Design adder_result_stage, sky130hd; sources not shown.
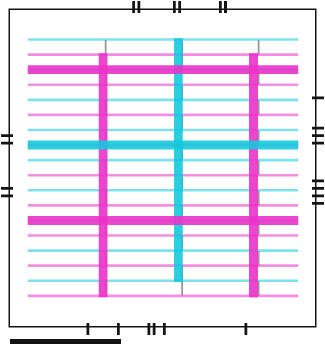
Figure 1: PDN straps and rails.
Bar = 20 um. Pins as bars on the die edge. Tap cells in gray.
- magenta: VSS
- cyan: VDD
- tap cells: 28
- met5 straps: 3
- met1 rails: 18
core area: 2255 um^2
Die Y: 57 um
die width: 55 um

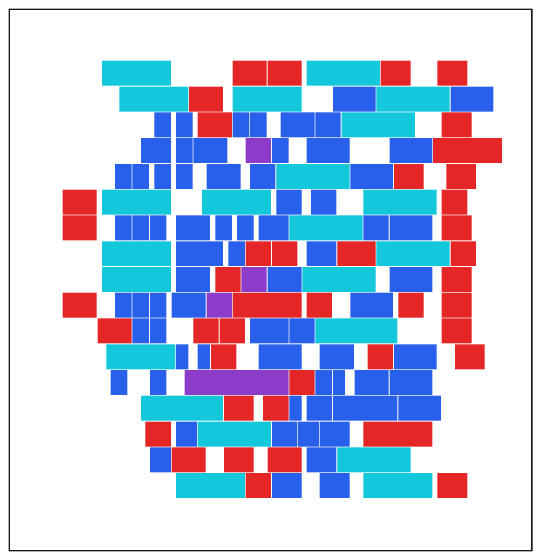
Figure 2: cell classes on the final placement.
- blue: combinational and other logic (cells 70)
- cyan: flops (cells 22)
- purple: clock drivers and dummy loads (cells 4)
- red: other buffers and delay cells (cells 42)
Cell Rows: 17
Finished Cell Area: 1505 um^2

==> impl_metrics.tcl <==
# flow metrics
set metrics [dict create \
    grt_pass1_wl_um 4284 \
    areaGrowthSynthToFinish_pct 48.15 \
    grt-ovfl-total 0 \
    stdcell_count 166 \
    yosysMostFrequentCell "dfxtp_1" \
    ctsLongestPathBuffers 2 \
    setup-violations-final 0 \
    fp_nets 111 \
    rsz0062_at_grt "yes" \
    clk_latency_ns 0.31 \
    dr.pass1.iters 4 \
    async_flop_share 0 \
    port_buffers 23 \
    synth_area_um2 1016 \
    gp_congestion 0.8083 \
    drive_above_1_share 0.3841 \
    power_density_nw_per_um2 1098 \
    synthTopCellsByArea "dfxtp_1 (43%), a211oi_1 (10%), mux2i_1 (7.9%)" \
    cts_hold_buf 0 \
    antenna_cells 0 \
    edf_count 0 \
    synth_flop_count 22 \
    drc 0 \
    place_hpwl_um 1815 \
    holdPathStages 2 \
    required_ns 1.50 \
    min_path_type "reg2reg" \
    status "completed" \
    grt_pass1_vias 976 \
    r2r_slack_ns 0.004 \
    antenna_found_initial 0 \
    yosysSeqAreaShare 0.4335 \
    tightest_slew_ns 0.2479 \
    yosysTopAreaCellShare 0.4335 \
    grt_usage 0.1827 \
    ys_types 30 \
    via_per_inst 5.705 \
    warnings 27 \
    cp-end-kind "flop" \
    synth_top_cell_by_area "dfxtp_1" \
    fmax_ghz 0.7719 \
    leakage_nw 0.6404 \
    cap_violations 0 \
    ctsHtreeMaxLevel 1 \
    ys_chip_area_um2 1016 \
    totalWireLength_um 2647 \
    drtAntennaViolNets 0 \
    rr_worst_depth 5 \
    finalCritPeriodShare 0.9965 \
    slew_headroom 0.8300 \
    slew_viol_final 0 \
    fill_cells 175 \
    place_ws_ns -0.3240 \
    grt_max_degree 14 \
    peakVddDrop_mv 0.7179 \
    min_period_ns 1.296 \
    ios 24 \
    cts_tree "done" \
    crit_type "reg2reg" \
    worstPathArrival_ns 1.50 \
    yosys_warnings 0 \
    power_mw 1.653 \
    worst_slack_ns 0.004494 \
    synth-main-ff-cell "dfxtp_1" \
    wl_per_cell_um 15.95 \
    skew_ns 0.003652 \
    netlist_instances 99 \
    chipArea_um2 3135 \
    timing_hold_violations_final 0 \
    synth_area_per_cell_um2 10.26 \
    top_cells_by_count "dfxtp_1 (22), a211oi_1 (14)" \
]
[area by class of cell]
cell class	count	area (um^2)	area share
well taps	28	35.03	0.02328
clock inverters	1	30.03	0.01995
inverters	1	3.754	0.002494
clock buffers	3	22.52	0.01496
flip-flops and latches	22	460.4	0.3059
multi-input cells	69	555.5	0.3691
repair buffers	42	397.9	0.2643
[through the flow]
stage	hold WS (ns)	utilization	setup TNS (ns)
2_1_floorplan	0.3817	-	0
3_3_place_gp	0.4641	0.6043	-4.048
3_5_place_dp	0.4736	0.6043	-4.892
4_1_cts	0.4912	0.6437	0
5_1_grt	0.5097	0.6676	-0.09245
6_report	0.4919	0.6676	0
[power breakdown]
part | internal, mW | switching (mW) | total (mW)
Sequential | 0.720 | 0.0256 | 0.746
Clock | 0.311 | 0.222 | 0.534
Combinational | 0.203 | 0.170 | 0.373
Total | 1.24 | 0.418 | 1.65
[logic make-up after synthesis]
group,share of synthesized area
buffers and inverters,0.07141
multiplexers,0.07882
AND-OR/OR-AND,0.2759
AND/OR/NAND/NOR,0.1404
flip-flops,0.4335
[critical path, stage by stage, from the launching register on]
cell      delay, ns
dfxtp_4        0.36
buf_4          0.15
and3b_1        0.19
buf_12         0.15
a211oi_2       0.26
a211oi_2       0.08
[per-layer routing]
layer,vias to the layer above,track usage,wire (um)
met5,-,0,0
met4,0,0.09375,27
met3,2,0.01305,106
met2,26,0.3091,1379
met1,459,0.2244,1134
li1,460,-,-
[repair_timing]
action / CTS / global route
endpoints found under the setup margin: 13 / 11
buffers inserted: 4 / 0
resized: 26 / 13
pin swaps: 0 / 2
[placed cells by master (no fill, tap or decap), drive strengths merged, types with 3 or more instances in the layout]
cell and count:
dlygate4sd2 13, mux2i 8, a21oi 9, a211oi 16
dfxtp 22, o21ai 9, buf 19, clkdlybuf4s50 10
nand3 8, clkbuf 3
